File: config.mk
export PLATFORM = sky130hd
export DESIGN_NAME = adder_pipe
export DESIGN_NICKNAME = d
export VERILOG_FILES = /design/src/rtl/adder_pipe.sv
export SDC_FILE = /design/constraint.sdc
export NUM_CORES = 1
export LEC_CHECK = 0
export ABC_AREA = 1
export CAP_MARGIN = 20
export CORE_MARGIN = 2
export CORE_UTILIZATION = 25
export DETAILED_ROUTE_END_ITERATION = 12
export GPL_TIMING_DRIVEN = 0
export SLEW_MARGIN = 30
export SYNTH_ARGS = -nofsm -noshare
export SYNTH_HDL_FRONTEND = slang
export SYNTH_SLANG_ARGS = --single-unit
File: constraint.sdc
create_clock -name clk -period 2.9 [get_ports clk]
set_input_delay 0.435 -clock clk [delete_from_list [all_inputs] [get_ports clk]]
set_output_delay 0.435 -clock clk [all_outputs]
set_load 0.05 [all_outputs]
File: src/rtl/adder_pipe.sv
// adder_pipe: chunk-pipelined add/sub with carry/overflow flags and a stall-as-one-unit handshake.
module adder_pipe #(
  parameter int WIDTH = 12,
  parameter int CHUNK = 4
) (
  input  logic             clk,
  input  logic             rst,
  input  logic             in_valid,
  output logic             in_ready,
  input  logic [WIDTH:1]   A,
  input  logic [WIDTH:1]   B,
  input  logic             c0,
  input  logic             sub,
  output logic             out_valid,
  input  logic             out_ready,
  output logic [WIDTH:1]   S,
  output logic             cout,
  output logic             ovf
);
  localparam int NSEG = WIDTH / CHUNK;
  localparam int L = NSEG - 1;
  logic             w_stall;
  logic [WIDTH-1:0] w_a [NSEG];
  logic [WIDTH-1:0] w_b [NSEG];
  logic             w_c [NSEG];
  logic [CHUNK:0]   w_sum [NSEG];
  logic             r_v [NSEG];
  logic [WIDTH-1:0] r_a [NSEG];
  logic [WIDTH-1:0] r_b [NSEG];
  logic             r_c [NSEG];
  logic             r_ovf;
  assign w_stall   = r_v[L] && !out_ready;
  assign in_ready  = !w_stall;
  assign out_valid = r_v[L];
  assign S         = r_a[L];
  assign cout      = r_c[L];
  assign ovf       = r_ovf;
  // r_a shifts right each stage: the next A segment sits at the bottom, finished sum segments enter at the top
  always_comb begin
    w_a[0] = A;
    w_b[0] = B ^ {WIDTH{sub}};
    w_c[0] = sub | c0;
    for (int k = 1; k < NSEG; k++) begin
      w_a[k] = r_a[k-1];
      w_b[k] = r_b[k-1];
      w_c[k] = r_c[k-1];
    end
    for (int k = 0; k < NSEG; k++)
      w_sum[k] = {1'b0, w_a[k][CHUNK-1:0]} + {1'b0, w_b[k][CHUNK-1:0]} + {{CHUNK{1'b0}}, w_c[k]};
  end
  always_ff @(posedge clk) begin
    if (rst) begin
      for (int k = 0; k < NSEG; k++) begin
        r_v[k] <= 1'b0;
        r_a[k] <= '0;
        r_b[k] <= '0;
        r_c[k] <= 1'b0;
      end
      r_ovf <= 1'b0;
    end else if (!w_stall) begin
      r_v[0] <= in_valid;
      for (int k = 1; k < NSEG; k++) r_v[k] <= r_v[k-1];
      for (int k = 0; k < NSEG; k++) begin
        r_a[k] <= WIDTH'({w_sum[k][CHUNK-1:0], w_a[k]} >> CHUNK);
        r_b[k] <= w_b[k] >> CHUNK;
        r_c[k] <= w_sum[k][CHUNK];
      end
      // in the last stage the low segment of each operand holds its sign bit
      r_ovf <= (w_a[L][CHUNK-1] == w_b[L][CHUNK-1]) && (w_sum[L][CHUNK-1] != w_a[L][CHUNK-1]);
    end
  end
endmodule

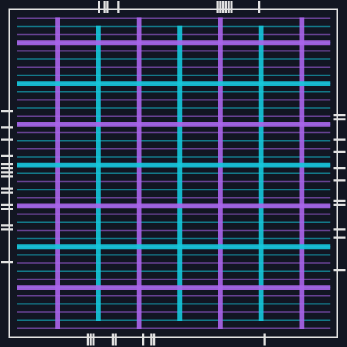
Figure 1: run 1, power grid.
Drawn at 3 px/um. Pins as bars on the die edge.
color	net
purple	VSS
cyan	VDD
rows	38
signal pins	46
met5 straps	7
met1 rails	39
met4 straps	7

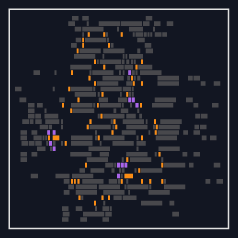
Figure 2: run 1, selected gate families.
Drawn at 2 px/um.
color	family	cells	most used
purple	inverting AOI/OAI gates	12	a21oi_1
orange	NOR gates	56	nor2_1

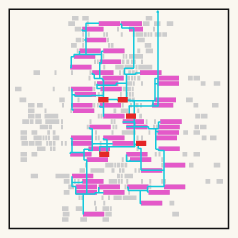
Figure 3: run 1, routed clock nets over the placement.
Drawn at 2 px/um.
[red] clock drivers | count: 5
[cyan] clock wires | length: 623 um
[magenta] flip-flops | count: 55
routed clock nets	6

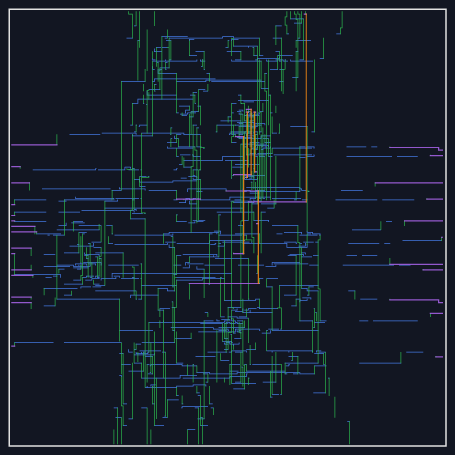
Figure 4: run 1, routed metal, one color a layer.
Drawn at 4 px/um.
color	layer	wire length
green	metal 2	2030 um
blue	metal 1	1980 um
orange	metal 4	147 um
purple	metal 3	199 um

==> impl_metrics.json, run 1 <==
{
  "status": "completed",
  "seq_power_share_pct": 55.8,
  "syn-cell-area_mm2": 0.00275,
  "routed_wl_um": 4360,
  "worst_path_most_repeated_cell": "sky130_fd_sc_hd__clkdlybuf4s50_1",
  "synth_compound_gate_area_share_pct": 2.19,
  "dominant_cells": "flip-flops and latches",
  "dp_slack_ps": 431,
  "die_y_um": 109,
  "cts_setup_buffers": 0,
  "dp.final_hpwl_um": 3310,
  "r2r_slack_ps": 1130,
  "clock_sinks": 55,
  "number_of_fill_cells": 1104,
  "row_count": 38,
  "insertion_delay_ps": 300,
  "post_synth_mux_area_share_pct": 0,
  "layout.area.seq_mm2": 0.00164,
  "critPathBufInv": 3,
  "number_of_nets_still_failing_antenna_checks_after_routing": 0,
  "cts_buffer_depth": 2,
  "crit_path_cell_trace": "clkdlybuf4s50_1 -> inv_2 -> nand2_4 -> clkdlybuf4s50_1",
  "share_comb_of_total_power_pct": 20.4,
  "worst_r2r_path_depth": 6,
  "insertedDiodeCount": 0,
  "buf_share_pct": 17.6,
  "final-clk-cell-share_pct": 2.45,
  "timing.hold.worst.class": "register to register",
  "design.final.nets": 346,
  "nMultiInputCombCells": 120,
  "power_mw": 1.76,
  "core_region_area_mm2": 0.0108,
  "final_cell_mix": "sky130_fd_sc_hd__nor2_1 (54), sky130_fd_sc_hd__edfxtp_1 (54), sky130_fd_sc_hd__inv_1 (53)",
  "postLayoutSetupSlackWorst_ps": 634,
  "rr_endpoint": "r_c[0][2]$_SDFFCE_PN0P_",
  "met2WireLength_um": 2030,
  "flops": 55,
  "cts_tree": "yes",
  "critPathCapture": "in_ready",
  "critPathMaxFanout": 3,
  "max_cap_violations": 0,
  "antenna_found_initial": 0,
  "detail_route.iter0.violations": 52
}
-- run 1: power by group through the flow --
| stage | registers [mW] | logic (mW) | clock network, mW |
|---|---|---|---|
| 6_report | 0.979 | 0.358 | 0.418 |
| 3_5_place_dp | 1.00 | 0.363 | 0 |
| 2_1_floorplan | 1.00 | 0.239 | 0 |
| 4_1_cts | 0.981 | 0.365 | 0.429 |
| 3_3_place_gp | 0.998 | 0.353 | 0 |
| 5_1_grt | 0.989 | 0.399 | 0.451 |
-- run 1: through the flow --
step / hold WS (ps) / cells / utilization [%] / instance area, um^2
after floorplan: 519 / 249 / - / 2750
after global placement: 464 / 433 / 31.2 / 3360
after detailed placement: 470 / 434 / 31.4 / 3390
after CTS: 480 / 442 / 32.2 / 3480
after global routing: 479 / 442 / 32.2 / 3480
final: 480 / 442 / 32.2 / 3480
Figure 5. Clock routing (run 1).
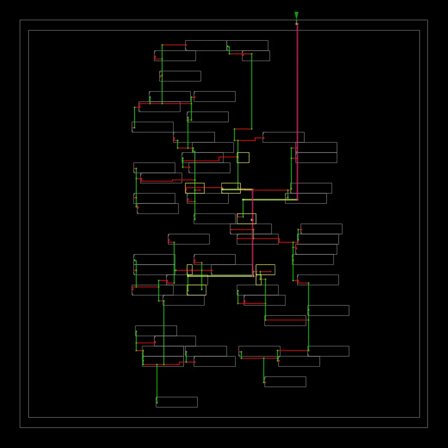

## Run 2: what changed since run 1
clock period = 2.2 ns   (was 2.9 ns; I/O delays follow)
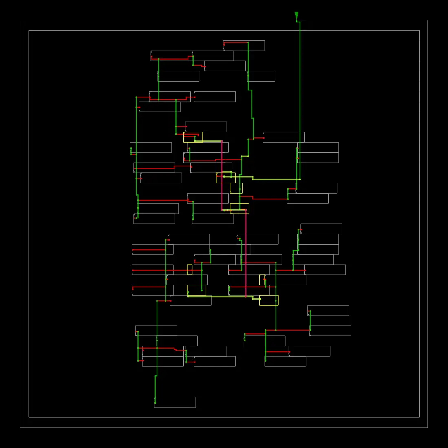
Figure 6: run 2, clock routing.
final setup skew: 5.37 ps
count of sequential standard cells: 55
layout clock buffer count: 7

==> run 2 against run 1 <==
Net effect: first-iteration DRC count increased by 7.7%; largest cell class unchanged; power rose by 32%; final cell count down 0.23%; register-to-register slack got worse by 680 ps; sequential power grew 32%; clock skew barely moved; combinational power rose by 31%; cell area is 0.58% lower; die area stayed put; highest routed layer unchanged; flip-flop count did not move; clock power grew 33%; routed wire length grew 2.2%.
==> impl_metrics.json, run 2 <==
{
  "rr_endpoint": "r_c[0][2]$_SDFFCE_PN0P_",
  "seq_power_share_pct": 55.7,
  "insertion_delay_ps": 310,
  "dieArea_mm2": 0.0118,
  "cts_buffer_depth": 2,
  "worstHoldStart": "sub",
  "insertedDiodeCount": 0,
  "detail_route.iter0.violations": 56,
  "post-route-min-period_ps": 2060,
  "finished_core_util_pct": 32.0,
  "row_count": 38,
  "fin_cells": 441,
  "critPathCapture": "in_ready",
  "hold_ws_ps": 370,
  "design.final.nets": 345,
  "seq-power_mw": 1.29,
  "syn-cell-area_mm2": 0.00275,
  "antenna_found_initial": 0,
  "worst_path_most_repeated_cell": "sky130_fd_sc_hd__clkdlybuf4s50_1",
  "status": "completed",
  "r2r_slack_ps": 450,
  "timing.setup.tns_ps": 0,
  "final_cell_mix": "sky130_fd_sc_hd__nor2_1 (54), sky130_fd_sc_hd__edfxtp_1 (54), sky130_fd_sc_hd__inv_1 (53)",
  "placedCellCount": 433,
  "netlist_top_cells_count": "sky130_fd_sc_hd__edfxtp_1 (54), sky130_fd_sc_hd__nor2_1 (54), sky130_fd_sc_hd__inv_1 (53)",
  "clock_sinks": 55,
  "crit_path_cell_trace": "clkdlybuf4s50_1 -> inv_2 -> nand2_4 -> clkdlybuf4s50_1",
  "timing.critical_path.from_type": "primary input",
  "synth_simple_gate_area_share_pct": 12.7,
  "core_region_area_mm2": 0.0108,
  "routed_wl_um": 4460,
  "met2WireLength_um": 2190,
  "critPathMaxFanout": 3,
  "dp.final_hpwl_um": 3340,
  "clk-power_uw": 556,
  "worst_r2r_path_depth": 6,
  "cts_tree": "yes",
  "synthCells": 249,
  "die_y_um": 109,
  "cts_setup_buffers": 0,
  "hold-path-cell-count": 3,
  "synth.top_cells.by_area": "sky130_fd_sc_hd__edfxtp_1 (59%), sky130_fd_sc_hd__nor2_1 (7.4%), sky130_fd_sc_hd__inv_1 (7.2%)",
  "power_leader": "registers",
  "share_comb_of_total_power_pct": 20.3,
  "largest_register_ffs": 36,
  "max_cap_violations": 0,
  "synth_compound_gate_area_share_pct": 2.19
}
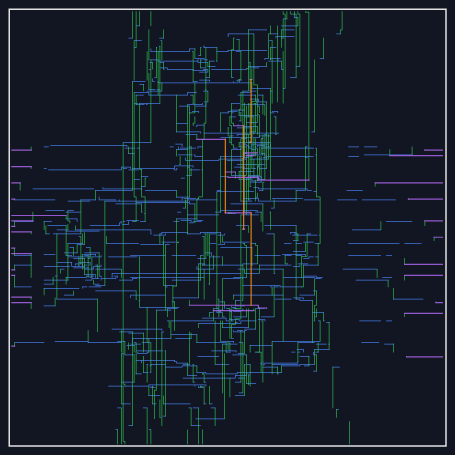
Figure 7: run 2, routed metal, one color a layer.
Drawn at 4 px/um.
color	layer	wire length
purple	metal 3	219 um
green	metal 2	2190 um
blue	metal 1	1970 um
orange	metal 4	83.0 um

==> run 2: cell counts after synthesis <==
Identical to the previous run, type by type.
==> run 2: layout make-up <==
cell class                      count  area [um^2]
Buffer                             19          153
Clock buffer                        7         76.3
Clock inverter                      1         8.76
Fill cell                        1096         7340
Inverter                           55          206
Multi-Input combinational cell    120          754
Sequential cell                    55         1640
Tap cell                          140          175
Timing Repair Buffer               44          440
==> run 2: metrics by stage <==
stage          power, mW  area, um^2  worst slack, ps
4_1_cts             2.34        3460              128
6_report            2.32        3460              140
3_5_place_dp        1.80        3370             -177
5_1_grt             2.43        3460             84.1
3_3_place_gp        1.78        3370             -169
2_1_floorplan       1.63        2750             48.1
Figure 8. Power grid (run 2).
Drawn at 3 px/um. Pins as bars on the die edge.
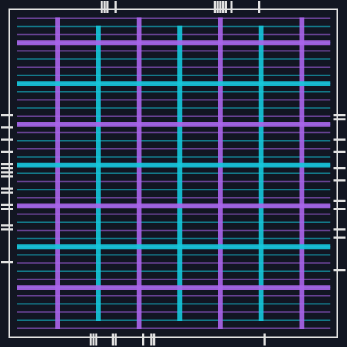

## Run 3: what changed since run 2
CELL_PAD_IN_SITES_DETAIL_PLACEMENT = 0   (was default)
CELL_PAD_IN_SITES_GLOBAL_PLACEMENT = 1   (was default)
PLACE_DENSITY_LB_ADDON = 0.1   (was default)
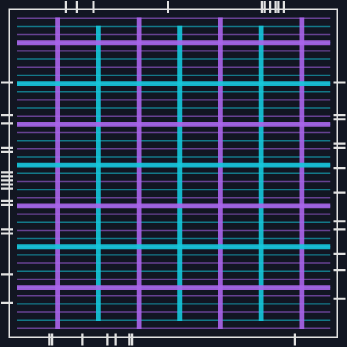
Figure 9: run 3, power grid.
Drawn at 3 px/um. Pins as bars on the die edge.
color	net
purple	VSS
cyan	VDD
signal pins	46
met1 rails	39
rows	38

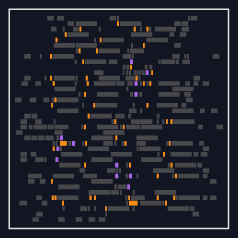
Figure 10: run 3, selected gate families.
Drawn at 2 px/um.
color	family	cells	most used
orange	NOR gates	56	nor2_1
purple	inverting AOI/OAI gates	12	a21oi_1

==> run 3 against run 2 <==
Net effect: highest routed layer unchanged; largest power group unchanged; critical path depth increased by 4; via count decreased by 4.6%; final cell count unchanged; hold slack improved by 5.8 ps; largest cell class unchanged; setup slack improved by 15 ps; routed wire length increased by 0.36%; combinational power about the same.
==> impl_metrics.json, run 3 <==
{
  "status": "completed",
  "rr_endpoint": "r_c[0][2]$_SDFFCE_PN0P_",
  "cts_buffer_depth": 2,
  "dp_slack_ps": -175,
  "netlist_top_cells_count": "sky130_fd_sc_hd__edfxtp_1 (54), sky130_fd_sc_hd__nor2_1 (54), sky130_fd_sc_hd__inv_1 (53)",
  "hold_ws_ps": 376,
  "number_of_fill_cells": 1127,
  "path_clk_slew_ps": 90,
  "r2r_slack_ps": 480,
  "grt.overflow.total": 0,
  "cts_setup_buffers": 0,
  "antenna_found_initial": 0,
  "worst_path_most_repeated_cell": "sky130_fd_sc_hd__fa_1",
  "worst_r2r_path_depth": 6,
  "row_count": 38,
  "cts_tree": "yes",
  "clock_sinks": 55,
  "dp.final_hpwl_um": 3190,
  "max_cap_violations": 0,
  "synth_simple_gate_area_share_pct": 12.7,
  "critPathCapture": "r_c[0][0]$_SDFFCE_PN0P_",
  "synth_compound_gate_area_share_pct": 2.19,
  "timing.critical_path.from_type": "primary input",
  "tap_cells": 140,
  "power_mw": 2.43,
  "dominant_cells": "flip-flops and latches",
  "number_of_nets_still_failing_antenna_checks_after_routing": 0,
  "nMultiInputCombCells": 120,
  "synth.top_cells.by_area": "sky130_fd_sc_hd__edfxtp_1 (59%), sky130_fd_sc_hd__nor2_1 (7.4%), sky130_fd_sc_hd__inv_1 (7.2%)",
  "synthCells": 249,
  "post_synth_mux_area_share_pct": 0,
  "n_all_buffers": 63,
  "post-route-min-period_ps": 2050,
  "share_comb_of_total_power_pct": 19.4,
  "die_y_um": 109,
  "insertedDiodeCount": 0,
  "detail_route.iter0.violations": 53,
  "final.signal_inverter_count": 55,
  "final-clk-cell-share_pct": 3.20,
  "finished_core_util_pct": 32.3,
  "hold-path-cell-count": 3,
  "postLayoutSetupSlackWorst_ps": 155,
  "final_cell_mix": "sky130_fd_sc_hd__nor2_1 (54), sky130_fd_sc_hd__edfxtp_1 (54), sky130_fd_sc_hd__inv_1 (53)",
  "met2WireLength_um": 1910,
  "flops": 55,
  "critPathBufInv": 2,
  "numSynthFlops": 55,
  "core_region_area_mm2": 0.0108,
  "buf_share_pct": 17.0,
  "syn-cell-area_mm2": 0.00275,
  "finalClockSkew_ps": 6.73,
  "dieArea_mm2": 0.0118,
  "placedCellCount": 433,
  "worstHoldStart": "sub",
  "routed_wl_um": 4470,
  "cp-startpoint": "c0",
  "final_cell_area_mm2": 0.00348,
  "crit_path_cell_trace": "clkdlybuf4s50_1 -> or2_1 -> fa_1 -> fa_1 -> nand2_1 -> inv_1 -> o21ai_0 -> a21oi_1",
  "seqAreaFraction_pct": 47.1,
  "tool_warnings": 26,
  "detailed_place.area_mm2": 0.00337,
  "design.final.nets": 345,
  "timing.setup.tns_ps": 0,
  "seq_power_share_pct": 53.1
}
-- run 3: cell count changes in the layout (fill, tap and decap cells not counted), sizes merged --
cell    previous run  this run
bufinv             0         1
clkbuf             7         5
clkinv             0         1
-- run 3: power groups by stage --
| stage | logic, mW | registers (mW) | clock network (mW) |
|---|---|---|---|
| 2_1_floorplan | 0.315 | 1.32 | 0 |
| 3_3_place_gp | 0.476 | 1.32 | 0 |
| 3_5_place_dp | 0.478 | 1.32 | 0 |
| 4_1_cts | 0.480 | 1.29 | 0.698 |
| 5_1_grt | 0.527 | 1.30 | 0.727 |
| 6_report | 0.470 | 1.29 | 0.669 |
Power and IR drop assume default switching activity.
